M2 wires:
Drawn at 2 px/um. Cells faint in the background.
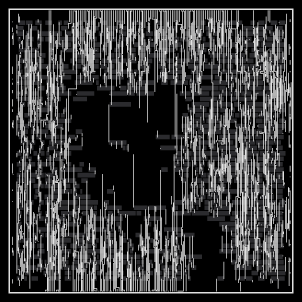
Track usage over the die:
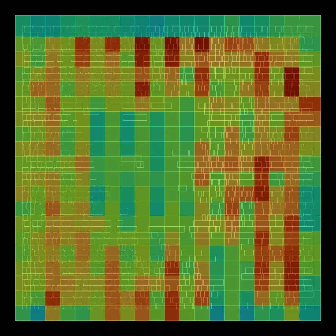
<file path="config.mk">
export PLATFORM = sky130hd
export DESIGN_NAME = memory_port_arbiter
export DESIGN_NICKNAME = d
export VERILOG_FILES = /design/src/rtl/memory_port_arbiter.sv
export SDC_FILE = /design/constraint.sdc
export NUM_CORES = 1
export LEC_CHECK = 0
export CAP_MARGIN = 20
export CORE_MARGIN = 3
export CORE_UTILIZATION = 35
export DETAILED_ROUTE_END_ITERATION = 7
export PLACE_DENSITY = 0.82
export RECOVER_POWER = 25
export SKIP_CTS_REPAIR_TIMING = 1
export SLEW_MARGIN = 40
export SYNTH_ARGS = -nofsm -noshare
export SYNTH_HDL_FRONTEND = slang
export SYNTH_SLANG_ARGS = --single-unit
</file>
<file path="constraint.sdc">
create_clock -name clk -period 1.85 [get_ports clk]
set_clock_uncertainty 0.2 [all_clocks]
set_input_delay 0.185 -clock clk [delete_from_list [all_inputs] [get_ports clk]]
set_output_delay 0.185 -clock clk [all_outputs]
set_load 0.02 [all_outputs]
</file>
<file path="src/rtl/memory_port_arbiter.sv">
// memory_port_arbiter: round-robin arbiter that funnels NUM_PORTS requesters onto
// one backing memory (with ready/timeout handshake) or a single-cycle peripheral
// bus, selected by the top address bit. One transaction in flight at a time.
module memory_port_arbiter #(
    parameter int NUM_PORTS      = 2,
    parameter int ADDR_WIDTH     = 32,
    parameter int DATA_WIDTH     = 32,
    parameter int TIMEOUT_CYCLES = 16
) (
    input  logic                             clk,
    input  logic                             rstN,
    input  logic [NUM_PORTS-1:0]             portReq,
    input  logic [NUM_PORTS-1:0]             portWrite,
    input  logic [NUM_PORTS*ADDR_WIDTH-1:0]  portAddr,
    input  logic [NUM_PORTS*DATA_WIDTH-1:0]  portWdata,
    output logic [DATA_WIDTH-1:0]            portRdata,
    output logic [NUM_PORTS-1:0]             portDone,
    output logic [NUM_PORTS-1:0]             portError,
    output logic                             memReadEnable,
    output logic                             memWriteEnable,
    output logic [ADDR_WIDTH-1:0]            memAddress,
    output logic [DATA_WIDTH-1:0]            memDataOut,
    input  logic [DATA_WIDTH-1:0]            memDataIn,
    input  logic                             memReady,
    output logic                             periphReadEnable,
    output logic                             periphWriteEnable,
    output logic [ADDR_WIDTH-1:0]            periphAddress,
    output logic [DATA_WIDTH-1:0]            periphDataOut,
    input  logic [DATA_WIDTH-1:0]            periphDataIn
);

    localparam int PW = (NUM_PORTS > 1) ? $clog2(NUM_PORTS) : 1;
    // Counter only has to reach TIMEOUT_CYCLES-1 (<= 254).
    localparam int CW = 8;
    localparam logic [CW-1:0] LAST_WAIT = CW'(TIMEOUT_CYCLES - 1);

    typedef enum logic [1:0] {IDLE, MEM, PERIPH, RESP} state_t;

    state_t                r_state, w_next;
    logic [PW-1:0]         r_rrPtr;
    logic [PW-1:0]         r_grant;
    logic [CW-1:0]         r_cnt;
    logic [ADDR_WIDTH-1:0] r_addr;
    logic [DATA_WIDTH-1:0] r_wdata;
    logic                  r_write;
    logic                  r_err;
    logic [DATA_WIDTH-1:0] r_rdata;

    logic                  w_found;
    logic [PW-1:0]         w_gnt;
    logic [ADDR_WIDTH-1:0] w_selAddr;
    logic [DATA_WIDTH-1:0] w_selWdata;
    logic                  w_timeout;

    // Circular scan for the first requesting port at or after the round-robin pointer.
    always_comb begin : p_scan
        int j;
        j       = 0;
        w_found = 1'b0;
        w_gnt   = '0;
        for (int i = 0; i < NUM_PORTS; i++) begin
            j = int'(r_rrPtr) + i;
            if (j >= NUM_PORTS) j = j - NUM_PORTS;
            if (!w_found && portReq[j]) begin
                w_found = 1'b1;
                w_gnt   = PW'(j);
            end
        end
    end

    assign w_selAddr  = portAddr[int'(w_gnt)*ADDR_WIDTH +: ADDR_WIDTH];
    assign w_selWdata = portWdata[int'(w_gnt)*DATA_WIDTH +: DATA_WIDTH];
    assign w_timeout  = (r_cnt == LAST_WAIT);

    // State register; reset discards any in-flight transaction.
    always_ff @(posedge clk or negedge rstN) begin
        if (!rstN) r_state <= IDLE;
        else       r_state <= w_next;
    end

    // Next state plus all bus/handshake outputs decoded from the current state.
    always_comb begin
        w_next            = r_state;
        memReadEnable     = 1'b0;
        memWriteEnable    = 1'b0;
        memAddress        = '0;
        memDataOut        = '0;
        periphReadEnable  = 1'b0;
        periphWriteEnable = 1'b0;
        periphAddress     = '0;
        periphDataOut     = '0;
        portDone          = '0;
        portError         = '0;
        case (r_state)
            IDLE: begin
                if (w_found) w_next = w_selAddr[ADDR_WIDTH-1] ? PERIPH : MEM;
            end
            MEM: begin
                memReadEnable  = ~r_write;
                memWriteEnable = r_write;
                memAddress     = r_addr;
                memDataOut     = r_wdata;
                // Ready on the last allowed cycle still wins over the timeout.
                if (memReady || w_timeout) w_next = RESP;
            end
            PERIPH: begin
                periphReadEnable  = ~r_write;
                periphWriteEnable = r_write;
                periphAddress     = r_addr;
                periphDataOut     = r_wdata;
                w_next            = RESP;
            end
            RESP: begin
                portDone[r_grant]  = 1'b1;
                portError[r_grant] = r_err;
                w_next             = IDLE;
            end
            default: w_next = IDLE;
        endcase
    end

    // Datapath: request latch, wait counter, error flag, read-data capture, rr pointer.
    always_ff @(posedge clk or negedge rstN) begin
        if (!rstN) begin
            r_rrPtr <= '0;
            r_grant <= '0;
            r_cnt   <= '0;
            r_addr  <= '0;
            r_wdata <= '0;
            r_write <= 1'b0;
            r_err   <= 1'b0;
            r_rdata <= '0;
        end else begin
            case (r_state)
                IDLE: begin
                    if (w_found) begin
                        r_grant <= w_gnt;
                        r_addr  <= w_selAddr;
                        r_wdata <= w_selWdata;
                        r_write <= portWrite[w_gnt];
                        r_cnt   <= '0;
                        r_err   <= 1'b0;
                    end
                end
                MEM: begin
                    r_cnt <= r_cnt + 1'b1;
                    if (memReady) begin
                        r_err <= 1'b0;
                        if (!r_write) r_rdata <= memDataIn;
                    end else if (w_timeout) begin
                        r_err   <= 1'b1;
                        r_rdata <= '0;
                    end
                end
                PERIPH: begin
                    if (!r_write) r_rdata <= periphDataIn;
                end
                RESP: begin
                    r_rrPtr <= (int'(r_grant) == NUM_PORTS - 1) ? '0 : r_grant + 1'b1;
                end
                default: ;
            endcase
        end
    end

    assign portRdata = r_rdata;

endmodule

</file>
==> results.py <==
# Auto-generated metrics
metrics = {
    "power_and_ir_drop": {
        "comb_power_share": 0.615,
        "pg_clk_mw": 1.97,
        "post-layout-total-power_mw": 16.4,
        "seq_group_mw": 4.33,
        "power.combinational.total_mw": 10.1,
        "power_per_cell_area_mw_per_mm2": 1540,
        "p_switching_mw": 6.72,
        "seq_power_share": 0.265,
    },
    "logic_synthesis": {
        "synth_seq_share": 0.431,
        "topCellsByArea": "sky130_fd_sc_hd__dfrtp_1, sky130_fd_sc_hd__and2_1, sky130_fd_sc_hd__mux2i_1",
        "common_cells": "sky130_fd_sc_hd__and2_1, sky130_fd_sc_hd__dfrtp_1, sky130_fd_sc_hd__nand2_1",
        "syn_nets": 829,
        "synth.top_cell.area_share": 0.431,
        "top_count_cell_post_synth": "sky130_fd_sc_hd__and2_1",
        "ys.flop_type": "sky130_fd_sc_hd__dfrtp_1",
        "ys_sh_mux": 0.178,
        "fa_ha_area_frac": 0.0118,
        "top_comb_family_area": "simple AND/OR/NAND/NOR gates",
        "flip_flops_with_a_built_in_enable": 0,
        "synthesis.area_mm2": 0.00638,
        "yosys_warnings": 0,
        "xor_area_frac": 0.00823,
    },
    "layout": {
        "layout.cells.largest_class": "buffers",
        "regArea_mm2": 0.00275,
        "flow.area_growth_from_synthesis_pct": 67.1,
        "flop-count": 110,
        "final-comb-area_mm2": 0.00353,
        "clock_buffer_count": 12,
        "finalNonFillerCells": 1241,
        "insertedDiodeCount": 0,
        "drive_above_1_share": 0.322,
        "clock_area_frac": 0.0273,
        "final_layout_top_logic_cells": "sky130_fd_sc_hd__clkdlybuf4s50_1, sky130_fd_sc_hd__dfrtp_1, sky130_fd_sc_hd__clkbuf_2",
        "fillCellCount": 1530,
        "postLayoutCellArea_mm2": 0.0107,
        "final_common_cell": "sky130_fd_sc_hd__clkdlybuf4s50_1",
        "design.final.nets": 1217,
    },
    "final_timing": {
        "period_used_share": 1.12,
        "final_count_of_negative_setup_slack_endpoints": 173,
        "timing.final.max_slew_violations": 0,
        "maxSlewHeadroom": 0.396,
        "setup-tns-final_ns": -23.75,
        "max_freq_ghz": 0.483,
        "final.setup.worst_slack_ns": -0.219,
        "final_hold_viol_count": 0,
        "fin_worst_hold_slack_ns": 0.255,
        "period_needed_ns": 2.07,
    },
    "drt": {
        "post-route-drc-count": 0,
        "detail_route.first_pass.iterations": 4,
        "wl_met1_um": 9240,
        "vias": 6048,
        "top_layer": "met4",
    },
    "floorplanning": {
        "core_area_mm2": 0.0176,
        "fp-utilization": 0.363,
        "die_ht_um": 141,
        "die_x_um": 141,
        "rows": 48,
    },
    "worst_setup_path": {
        "crit_cells": 8,
        "worst_setup_path_end_kind": "register",
        "cp_top_family": "flip-flops",
        "startpoint": "r_state[1]",
        "rr_worst_depth": 8,
        "worstPathArrival_ns": 2.11,
        "regToRegStartpoint": "r_state[1]",
        "worst_path_largest_cell_delay_ns": 0.44,
        "timing.critical_path.buf_inv": 3,
        "data_required_time_of_the_worst_path_ns": 1.89,
    },
    "global_routing": {
        "globalRoute.totalOverflow": 0,
        "grt_pass1_wl_um": 34400,
        "groute.layer.met2.usage": 0.387,
        "number_of_antenna_violations_at_the_first_check_in_global_routing": 0,
    },
    "placement": {
        "place.gp.congestion": 0.857,
        "place_inst": 1217,
        "io_buffers": 366,
    },
    "clock_tree": {
        "cts.clk_slew.worst_paths_ns": 0.07,
        "clock-root-buffer": "sky130_fd_sc_hd__clkbuf_16",
        "clk-insertion-delay-late_ns": 0.35,
        "tritoncts": "built",
    },
    "worst_hold_path": {
        "timing.hold.worst.start": "portWdata[39]",
    },
    "status": {
        "violations": "negative setup slack",
        "run_status": "finished with violations",
    },
    "run": {
        "max_cap_viol_count": 0,
    },
}
Back to the opening pictures, 'M2 wires':
nets with wire on the layer: 1,051
share of all routed wire: 51%

Back to the opening pictures, 'track usage over the die':
global routing usage on met3: 0.0702
met1 usage in global routing: 0.263
post-detailed-route wirelength per cell: 18.8 um
grt peak-use layer: met2

